## src/rtl/calc_pkg.sv

```systemverilog
// Shared definitions for the calculator tile: datapath width, opcode
// encoding, status-flag bit positions on uio_out and the pad direction mask.
package calc_pkg;

    localparam int WIDTH = 8;

    typedef enum logic [3:0] {
        OP_ADD = 4'h0,
        OP_SUB = 4'h1,
        OP_OR  = 4'h2,
        OP_AND = 4'h3,
        OP_XOR = 4'h4,
        OP_SHL = 4'h5,
        OP_SHR = 4'h6,
        OP_SAR = 4'h7,
        OP_NEG = 4'h8,
        OP_INV = 4'h9,
        OP_REV = 4'hA,
        OP_ROL = 4'hB,
        OP_ROR = 4'hC,
        OP_LT  = 4'hD,
        OP_GT  = 4'hE,
        OP_EQ  = 4'hF
    } calc_op_e;

    localparam int FLAG_C = 7;
    localparam int FLAG_Z = 6;
    localparam int FLAG_T = 5;

    localparam logic [7:0] UIO_OE_VAL = 8'hE0;

endpackage

```

## src/rtl/calc_alu_if.sv

```systemverilog
// Bundle between the accumulator registers and the combinational ALU.
// master = register side (supplies operands), slave = ALU (returns results).
interface calc_alu_if;
    import calc_pkg::*;

    logic [WIDTH-1:0] a;
    logic [WIDTH-1:0] b;
    calc_op_e         op;
    logic [WIDTH-1:0] result;
    logic             carry;
    logic             zero;
    logic             cmp;
    logic             writes_acc;
    logic             writes_cmp;

    modport master (output a, b, op,
                    input  result, carry, zero, cmp, writes_acc, writes_cmp);
    modport slave  (input  a, b, op,
                    output result, carry, zero, cmp, writes_acc, writes_cmp);

endinterface

```

## src/rtl/calc_alu.sv

```systemverilog
// Combinational ALU for the calculator. Ops 0-A (and B/C when
// CALC_ROTATE_EN is defined) produce a new accumulator value; ops D-F only
// produce the compare result. Any other opcode is a no-op.
module calc_alu
    import calc_pkg::*;
(
    calc_alu_if.slave bus
);

    logic [WIDTH:0] sum_add;

    assign sum_add = {1'b0, bus.a} + {1'b0, bus.b};

    // Decode the opcode into a result value, carry, compare and write enables.
    always_comb begin
        // NOTE: every output gets a default first so no path leaves one unassigned (no latches).
        bus.result     = bus.a;
        bus.carry      = 1'b0;
        bus.cmp        = 1'b0;
        bus.writes_acc = 1'b0;
        bus.writes_cmp = 1'b0;
        case (bus.op)
            OP_ADD: begin
                bus.result     = sum_add[WIDTH-1:0];
                bus.carry      = sum_add[WIDTH];
                bus.writes_acc = 1'b1;
            end
            OP_SUB: begin
                bus.result     = bus.a - bus.b;
                bus.carry      = (bus.a < bus.b);
                bus.writes_acc = 1'b1;
            end
            OP_OR: begin
                bus.result     = bus.a | bus.b;
                bus.writes_acc = 1'b1;
            end
            OP_AND: begin
                bus.result     = bus.a & bus.b;
                bus.writes_acc = 1'b1;
            end
            OP_XOR: begin
                bus.result     = bus.a ^ bus.b;
                bus.writes_acc = 1'b1;
            end
            OP_SHL: begin
                bus.result     = {bus.a[WIDTH-2:0], 1'b0};
                bus.carry      = bus.a[WIDTH-1];
                bus.writes_acc = 1'b1;
            end
            OP_SHR: begin
                bus.result     = {1'b0, bus.a[WIDTH-1:1]};
                bus.carry      = bus.a[0];
                bus.writes_acc = 1'b1;
            end
            OP_SAR: begin
                bus.result     = {bus.a[WIDTH-1], bus.a[WIDTH-1:1]};
                bus.carry      = bus.a[0];
                bus.writes_acc = 1'b1;
            end
            OP_NEG: begin
                bus.result     = '0 - bus.a;
                bus.writes_acc = 1'b1;
            end
            OP_INV: begin
                bus.result     = ~bus.a;
                bus.writes_acc = 1'b1;
            end
            OP_REV: begin
                for (int i = 0; i < WIDTH; i++) begin
                    bus.result[i] = bus.a[WIDTH-1-i];
                end
                bus.writes_acc = 1'b1;
            end
`ifdef CALC_ROTATE_EN
            OP_ROL: begin
                bus.result     = {bus.a[WIDTH-2:0], bus.a[WIDTH-1]};
                bus.carry      = bus.a[WIDTH-1];
                bus.writes_acc = 1'b1;
            end
            OP_ROR: begin
                bus.result     = {bus.a[0], bus.a[WIDTH-1:1]};
                bus.carry      = bus.a[0];
                bus.writes_acc = 1'b1;
            end
`endif
            OP_LT: begin
                bus.cmp        = ($signed(bus.a) < $signed(bus.b));
                bus.writes_cmp = 1'b1;
            end
            OP_GT: begin
                bus.cmp        = ($signed(bus.a) > $signed(bus.b));
                bus.writes_cmp = 1'b1;
            end
            OP_EQ: begin
                bus.cmp        = (bus.a == bus.b);
                bus.writes_cmp = 1'b1;
            end
            default: ;
        endcase
    end

    assign bus.zero = (bus.result == '0);

endmodule

```

## src/rtl/calculator_chip.sv

```systemverilog
// 8-bit accumulator calculator tile. Operand on ui_in, opcode on uio_in[4:1],
// a rising edge on uio_in[0] executes one operation. Accumulator on uo_out,
// flags C/Z/T on uio_out[7:5].
// Optional feature: define CALC_ROTATE_EN to turn opcodes B/C into ROL/ROR.
module calculator_chip
    import calc_pkg::*;
(
    input  logic       clk,
    input  logic       rst_n,
    input  logic       ena,
    input  logic [7:0] ui_in,
    output logic [7:0] uo_out,
    input  logic [7:0] uio_in,
    output logic [7:0] uio_out,
    output logic [7:0] uio_oe
);

    logic [WIDTH-1:0] acc_q, acc_d;
    logic             c_q, c_d;
    logic             z_q, z_d;
    logic             t_q, t_d;
    logic             strobe_q, strobe_d;
    // Set once the strobe has been seen low after reset, so a strobe that is
    // already high when reset releases cannot fire an operation.
    logic             armed_q, armed_d;
    logic             exec;
    logic             unused_uio;

    calc_alu_if alu_bus ();

    assign alu_bus.a  = acc_q;
    assign alu_bus.b  = ui_in;
    assign alu_bus.op = calc_op_e'(uio_in[4:1]);

    calc_alu u_alu (
        .bus (alu_bus.slave)
    );

    assign exec       = uio_in[0] & ~strobe_q & armed_q & ena;
    assign unused_uio = &{1'b0, uio_in[7:5]};

    // Next-state: track the strobe, and on an execute load result and flags.
    always_comb begin
        strobe_d = uio_in[0];
        armed_d  = armed_q | ~uio_in[0];
        acc_d    = acc_q;
        c_d      = c_q;
        z_d      = z_q;
        t_d      = t_q;
        if (exec) begin
            if (alu_bus.writes_acc) begin
                acc_d = alu_bus.result;
                c_d   = alu_bus.carry;
                z_d   = alu_bus.zero;
                t_d   = 1'b0;
            end
            if (alu_bus.writes_cmp) begin
                t_d = alu_bus.cmp;
            end
        end
    end

    // State registers with asynchronous clear.
    always_ff @(posedge clk or negedge rst_n) begin
        // NOTE: non-blocking assignments so every flop samples pre-edge values.
        if (!rst_n) begin
            acc_q    <= '0;
            c_q      <= 1'b0;
            z_q      <= 1'b0;
            t_q      <= 1'b0;
            strobe_q <= 1'b0;
            armed_q  <= 1'b0;
        end else begin
            acc_q    <= acc_d;
            c_q      <= c_d;
            z_q      <= z_d;
            t_q      <= t_d;
            strobe_q <= strobe_d;
            armed_q  <= armed_d;
        end
    end

    // Pad mapping of the flags; lower bidirectional bits are inputs.
    always_comb begin
        uio_out         = '0;
        uio_out[FLAG_C] = c_q;
        uio_out[FLAG_Z] = z_q;
        uio_out[FLAG_T] = t_q;
    end

    assign uo_out = acc_q;
    assign uio_oe = UIO_OE_VAL;

endmodule

```

## config.mk

```make
export PLATFORM = sky130hd
export DESIGN_NAME = calculator_chip
export DESIGN_NICKNAME = d
export VERILOG_FILES = /design/src/rtl/calc_pkg.sv /design/src/rtl/calc_alu_if.sv /design/src/rtl/calc_alu.sv /design/src/rtl/calculator_chip.sv
export SDC_FILE = /design/constraint.sdc
export NUM_CORES = 1
export LEC_CHECK = 0
export ABC_CLOCK_PERIOD_IN_PS = 3600
export CAP_MARGIN = 40
export CORE_ASPECT_RATIO = 0.75
export CORE_MARGIN = 10
export CORE_UTILIZATION = 55
export CTS_CLUSTER_SIZE = 20
export DETAILED_ROUTE_END_ITERATION = 6
export PLACE_DENSITY = 0.94
export SLEW_MARGIN = 40
export SYNTH_ARGS = -nofsm -noshare
export SYNTH_HDL_FRONTEND = slang
export SYNTH_SLANG_ARGS = --single-unit
```

## constraint.sdc

```tcl
create_clock -name clk -period 3.6 [get_ports clk]
set_input_delay 1.08 -clock clk [delete_from_list [all_inputs] [get_ports clk]]
set_output_delay 1.08 -clock clk [all_outputs]
set_load 0.05 [all_outputs]
```

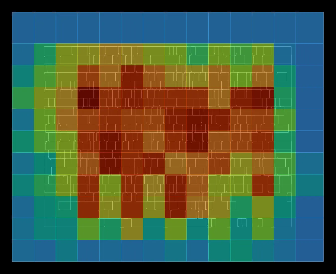
Fig. 1. Congestion heat map (run 1).
Finished Core Util: 0.721
met1 usage: 0.268
Top Usage Layer GRT: met2
routing usage on met3: 0.0528
overall routing resource usage: 0.218

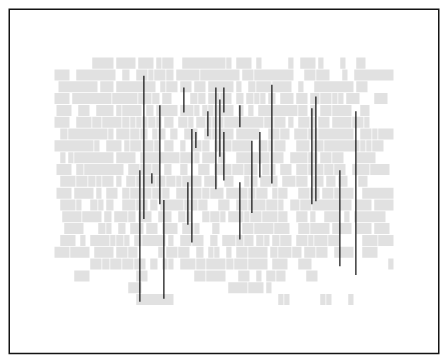
Fig. 2. M4 wires (run 1).
Cells faint in the background.
main direction: vertical
nets with wire on the layer: 22
longest straight run: 37.4 µm
share of all routed wire: 4.3%
Routed WL: 8940 µm
via count: 2981

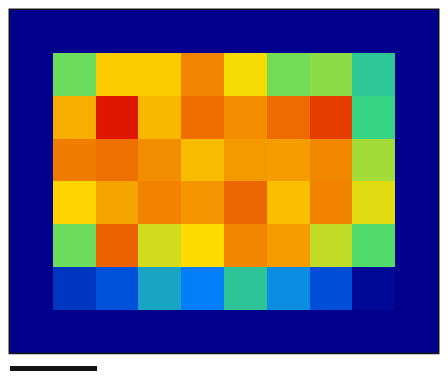
Fig. 3. Cell density map (run 1).
Bar = 20 µm. 10 x 8 tiles, from dark blue (low) to red (high), 0 to 100% covered.
nearly empty tiles: 41%
tiles over 75% full: 35%
mean over tiles: 41%
densest ninth of the die: centre
fp util: 0.569
core region area: 0.00447 mm²

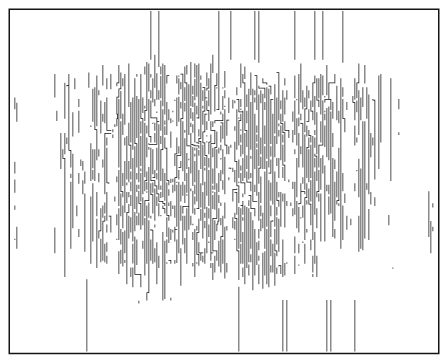
Fig. 4. Metal 2 (run 1).
longest straight run: 39.1 µm
nets with wire on the layer: 379
share of all routed wire: 45%
met2 Usage GRT: 0.356

==> results.py, run 1 <==
# Physical implementation metrics
metrics = {
    "timing": {
        "fin_crit_sh": 0.988,
        "hold_violations": 0,
        "fin_crit_ns": 3.56,
        "worst_pin_slew_ns": 0.615,
    },
    "worst_setup_path": {
        "max_stage_delay_ns": 0.40,
        "crit_family": "AND-OR/OR-AND gates",
        "criticalPathCategory": "input pin to flip-flop",
        "critPathBufInv": 2,
    },
    "synth": {
        "top_area_frac": 0.128,
        "synthDistinctLibCells": 66,
        "synth.most_common_cell": "inv_1",
        "synth-edff-count": 0,
        "ys_cells": 342,
        "ys_top_cells_by_count": "inv_1 (27), a21oi_1 (26), ha_1 (26)",
    },
    "clock_tree": {
        "cts.path.max_buffers": 2,
        "hold_buffers": 0,
        "clk_latency_ns": 0.26,
        "cts_tree": "yes",
        "cts_buffers": 3,
    },
    "placed_design": {
        "place.port_buffers": 26,
        "dp_hpwl_um": 6550,
    },
    "floorplanning": {
        "die_area_mm2": 0.00777,
        "die_x_um": 98.5,
        "rows": 21,
    },
    "route": {
        "ant_nets": 0,
        "route.detailed.drc": 0,
        "drt_pass1_iterations": 6,
    },
    "run_status": {
        "outcome": "finished clean",
    },
    "finish": {
        "syn_to_final_growth_pct": 26.7,
        "num_antenna_cells": 0,
    },
    "global_route": {
        "antenna_found_initial": 0,
    },
    "power": {
        "ir_drop_v": 0.000354,
        "p_int_mw": 0.716,
    },
}
run 1: cell families (layout without fill, tap and decap cells):
family                   count (synthesis)  after routing  synth area share
AND-OR/OR-AND                          114            114             0.308
AND/OR/NAND/NOR                        104            104             0.225
buffers and inverters                   66            102             0.138
adder cells (fa/ha/maj)                 28             28             0.144
flip-flops                              13             13             0.128
XOR/XNOR                                10             10            0.0345
multiplexers                             5              5            0.0207
other                                    2             13           0.00296
run 1: per-layer routing:
| metal | global-route usage | vias to the layer above | wire length, µm |
|---|---|---|---|
| met4 | 0.0929 | 0 | 382 |
| met1 | 0.268 | 1376 | 3410 |
| met3 | 0.0528 | 53 | 1110 |
| met2 | 0.356 | 234 | 4030 |
| li1 | - | 1318 | - |
| met5 | 0 | - | 0 |
run 1: per-stage QoR:
step	TNS, ns	hold WS [ns]	instance area [µm²]
after floorplan	0	0.435	2580
after global placement	-0.570	0.451	3020
after detailed placement	-1.05	0.453	3020
after CTS	0	0.476	3130
after global routing	-0.00857	0.507	3220
final	0	0.483	3220
run 1: final timing paths:
check / startpoint / end / slack [ns] / cells after the start
max in group asynchronous: rst_n / c_q / 1.99 / 1
hold reg to reg: t_q / t_q / 0.48 / 2
min in group asynchronous: rst_n / uo_out[6] / 1.21 / 1
hold / removal: t_q / t_q / 0.48 / 2
setup reg to reg: uo_out[0] / z_q / 0.25 / 11
setup / recovery: ui_in[0] / z_q / 0.04 / 11
run 1: layout make-up:
type	instances	area, µm²
sequential	13	325
fill	356	1250
tap	57	71.3
clock buffer	3	41.3
clock inverter	1	5.00
inverter	27	101
timing repair buffer	71	624
multi-input combinational	274	2050
run 1: worst min-delay path: stages, from the launching register on:
cell and delay [ns]:
dfrtp_1 0.34, nand2_1 0.07, o41ai_2 0.05
run 1: power by group through the flow:
stage	clock network [mW]	registers (mW)	logic, mW
2_1_floorplan	0	0.311	0.616
3_3_place_gp	0	0.253	0.980
3_5_place_dp	0	0.257	1.02
4_1_cts	0.137	0.255	1.05
5_1_grt	0.143	0.263	1.21
6_report	0.138	0.259	1.13
run 1: registers in the layout (all words and copies together), names as in the netlist:
signal	flops
armed_q	1
c_q	1
strobe_q	1
t_q	1
uo_out	8
z_q	1
run 1: placed cells by master, fill, tap and decap left out, types with 4 or more instances in the layout:
master           synthesis  layout
or4_1                    4       4
ha_1                    26      23
nand2b_1                 7       7
inv_1                   27      27
o21ai_0                 17      17
a31oi_1                  9       9
o31ai_1                  7       5
buf_4                   22      43
nor4_1                   5       5
conb_1                   2      13
nand2_1                 25      25
a21o_1                   5       5
nor2b_1                  8       8
dfrtp_1                 13      13
a21oi_1                 26      24
xnor2_1                  9       9
clkdlybuf4s50_1          0      24
nor2_1                  21      20
nor3_1                   8       8
nand3_1                  4       4
o22ai_1                  5       5
run 1: repair_timing:
action                                  in CTS  in global routing
setup buffers                                1                  1
endpoints found under the setup margin       1                  3
pin swaps                                    7                  9
resized                                     12                 14
Fig. 5: run 1, metal 1
Cells faint in the background.
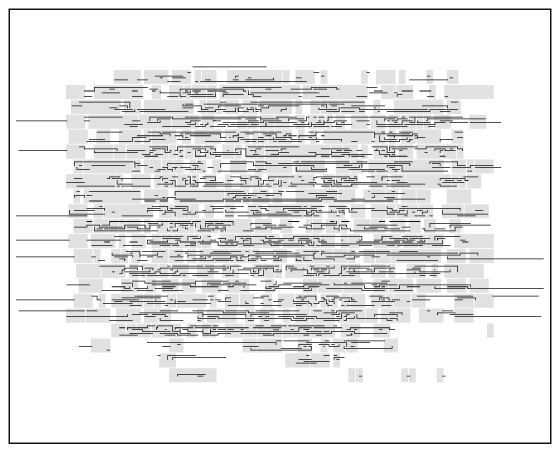

==> run 2, diff against run 1 <==
--- a/config.mk
+++ b/config.mk
@@ -5,7 +5,7 @@
 export SDC_FILE = /design/constraint.sdc
 export NUM_CORES = 1
 export LEC_CHECK = 0
-export ABC_CLOCK_PERIOD_IN_PS = 3600
+export ABC_CLOCK_PERIOD_IN_PS = 3400
 export CAP_MARGIN = 40
 export CORE_ASPECT_RATIO = 0.75
 export CORE_MARGIN = 10
==> constraint.sdc (replaced) <==
create_clock -name clk -period 3.4 [get_ports clk]
set_input_delay 1.02 -clock clk [delete_from_list [all_inputs] [get_ports clk]]
set_output_delay 1.02 -clock clk [all_outputs]
set_load 0.05 [all_outputs]
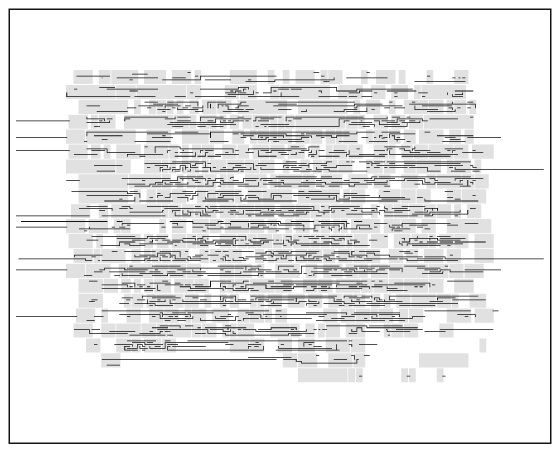
Fig. 6. Metal 1 (run 2).
Cells faint in the background.
share of all routed wire: 39%
main direction: horizontal
wire length on this layer: 3580 µm
longest straight run: 31.7 µm
nets with wire on the layer: 408

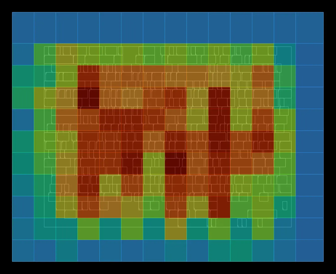
Fig. 7. Congestion heat map (run 2).
Finished Core Util: 0.746
routing usage on met3: 0.0493
WL/cell: 19.5 µm
met2 Usage GRT: 0.353
met1 usage: 0.291

==> results.py, run 2 <==
# Physical implementation metrics
metrics = {
    "timing": {
        "whs_ns": 0.472,
        "fin_crit_sh": 0.982,
        "hold_violations": 0,
    },
    "route": {
        "drt_pass1_iterations": 5,
        "wl_met2_um": 4000,
        "num_vias": 3094,
        "route.detailed.drc": 0,
        "routedLengthMet1_um": 3580,
        "top_layer": "met4",
        "routed_wl_um": 9160,
        "ant_nets": 0,
    },
    "clock_tree": {
        "cts.path.max_buffers": 2,
        "cts_tree": "yes",
    },
    "worst_setup_path": {
        "reg2reg_to": "z_q",
        "reg2reg_depth": 10,
        "cp_num_cells": 9,
        "startpoint": "uio_in[1]",
        "timing.rr.start": "uo_out[0]",
        "max_stage_delay_ns": 0.59,
        "critPathBufInv": 3,
        "criticalPathCategory": "input pin to flip-flop",
    },
    "finish": {
        "nFillCells": 342,
        "lay_top_cells": "buf_4 (66), inv_1 (26), nand2_1 (25)",
        "syn_to_final_growth_pct": 31.2,
        "design_area_mm2": 0.00333,
        "layout.cells.most_common": "buf_4",
    },
    "global_route": {
        "grt_use_total": 0.222,
        "antenna_found_initial": 0,
    },
    "synth": {
        "synthDistinctLibCells": 66,
        "synth.most_common_cell": "inv_1",
        "top_area_frac": 0.128,
    },
    "run_status": {
        "outcome": "finished clean",
    },
    "floorplanning": {
        "die_x_um": 98.5,
        "core-area_mm2": 0.00447,
        "die_area_mm2": 0.00777,
        "rows": 21,
        "fp-utilization": 0.569,
    },
    "power": {
        "ir_drop_v": 0.000307,
    },
    "placed_design": {
        "place.port_buffers": 26,
        "place_area_mm2": 0.00318,
        "dp_hpwl_um": 6880,
    },
}
[run 2: through the flow]
stage | power, mW | TNS (ns) | std cells | util | setup WS (ns)
floorplan | 0.981 | 0 | 353 | - | 0.270
global placement | 1.36 | -1.24 | 464 | 0.712 | -0.477
detailed placement | 1.41 | -1.58 | 464 | 0.712 | -0.489
CTS | 1.59 | 0 | 468 | 0.738 | 0.00298
global route | 1.75 | 0 | 469 | 0.746 | 0.0178
finish | 1.66 | 0 | 469 | 0.746 | 0.0608
[run 2: logic make-up (layout without fill, tap and decap cells)]
| family | count (synthesis) | in the layout | share of synthesized area |
|---|---|---|---|
| and+or+nand+nor | 104 | 104 | 0.225 |
| buffers and inverters | 66 | 125 | 0.138 |
| AOI/OAI and AO/OA | 114 | 114 | 0.308 |
| adders and majority gates | 28 | 28 | 0.144 |
| xor gates and xnor gates | 10 | 10 | 0.0345 |
| other | 2 | 13 | 0.00296 |
| muxes | 5 | 5 | 0.0207 |
| DFF | 13 | 13 | 0.128 |
[run 2: worst register-to-register path, stage by stage (launching register included)]
cell       delay (ns)
dfrtp_1          0.59
inv_1            0.16
ha_4             0.19
fa_2             0.40
xor2_1           0.18
a21oi_2          0.16
nor4_2           0.06
or4_4            0.56
o31ai_4          0.20
o2111ai_2        0.17
o41ai_2          0.33
[run 2: cell type report]
type	count	area [µm²]	area share
clock inverter	1	5.00	0.00150
tap	57	71.3	0.0214
multi-input combinational	274	2010	0.603
inverter	27	101	0.0304
clock buffer	3	41.3	0.0124
timing repair buffer	94	779	0.234
sequential	13	325	0.0976
[run 2: per-layer routing]
layer | up-vias | GRT usage
li1 | 1369 | -
met1 | 1392 | 0.291
met2 | 279 | 0.353
met3 | 54 | 0.0493
met4 | 0 | 0.0729
met5 | - | 0
[run 2: power by group through the flow]
stage | Sequential [mW] | Combinational [mW] | Clock, mW
floorplan | 0.329 | 0.652 | 0
detailed placement | 0.256 | 1.16 | 0
finish | 0.259 | 1.26 | 0.139
CTS | 0.254 | 1.20 | 0.141
global route | 0.264 | 1.34 | 0.148
global placement | 0.249 | 1.11 | 0
[run 2: repair_timing]
item,in CTS,in global routing
pin swaps,7,3
endpoints found under the setup margin,2,1
resized,17,7
buffers inserted,1,1
[run 2: worst min path at each step]
stage	startpoint	to	cells past startpoint
floorplan	armed_q	armed_q	1
global placement	armed_q	armed_q	1
detailed placement	armed_q	armed_q	1
CTS	armed_q	armed_q	1
global route	armed_q	armed_q	1
finish	armed_q	armed_q	1
No activity file was given, so power comes from the tool's default toggle rates.
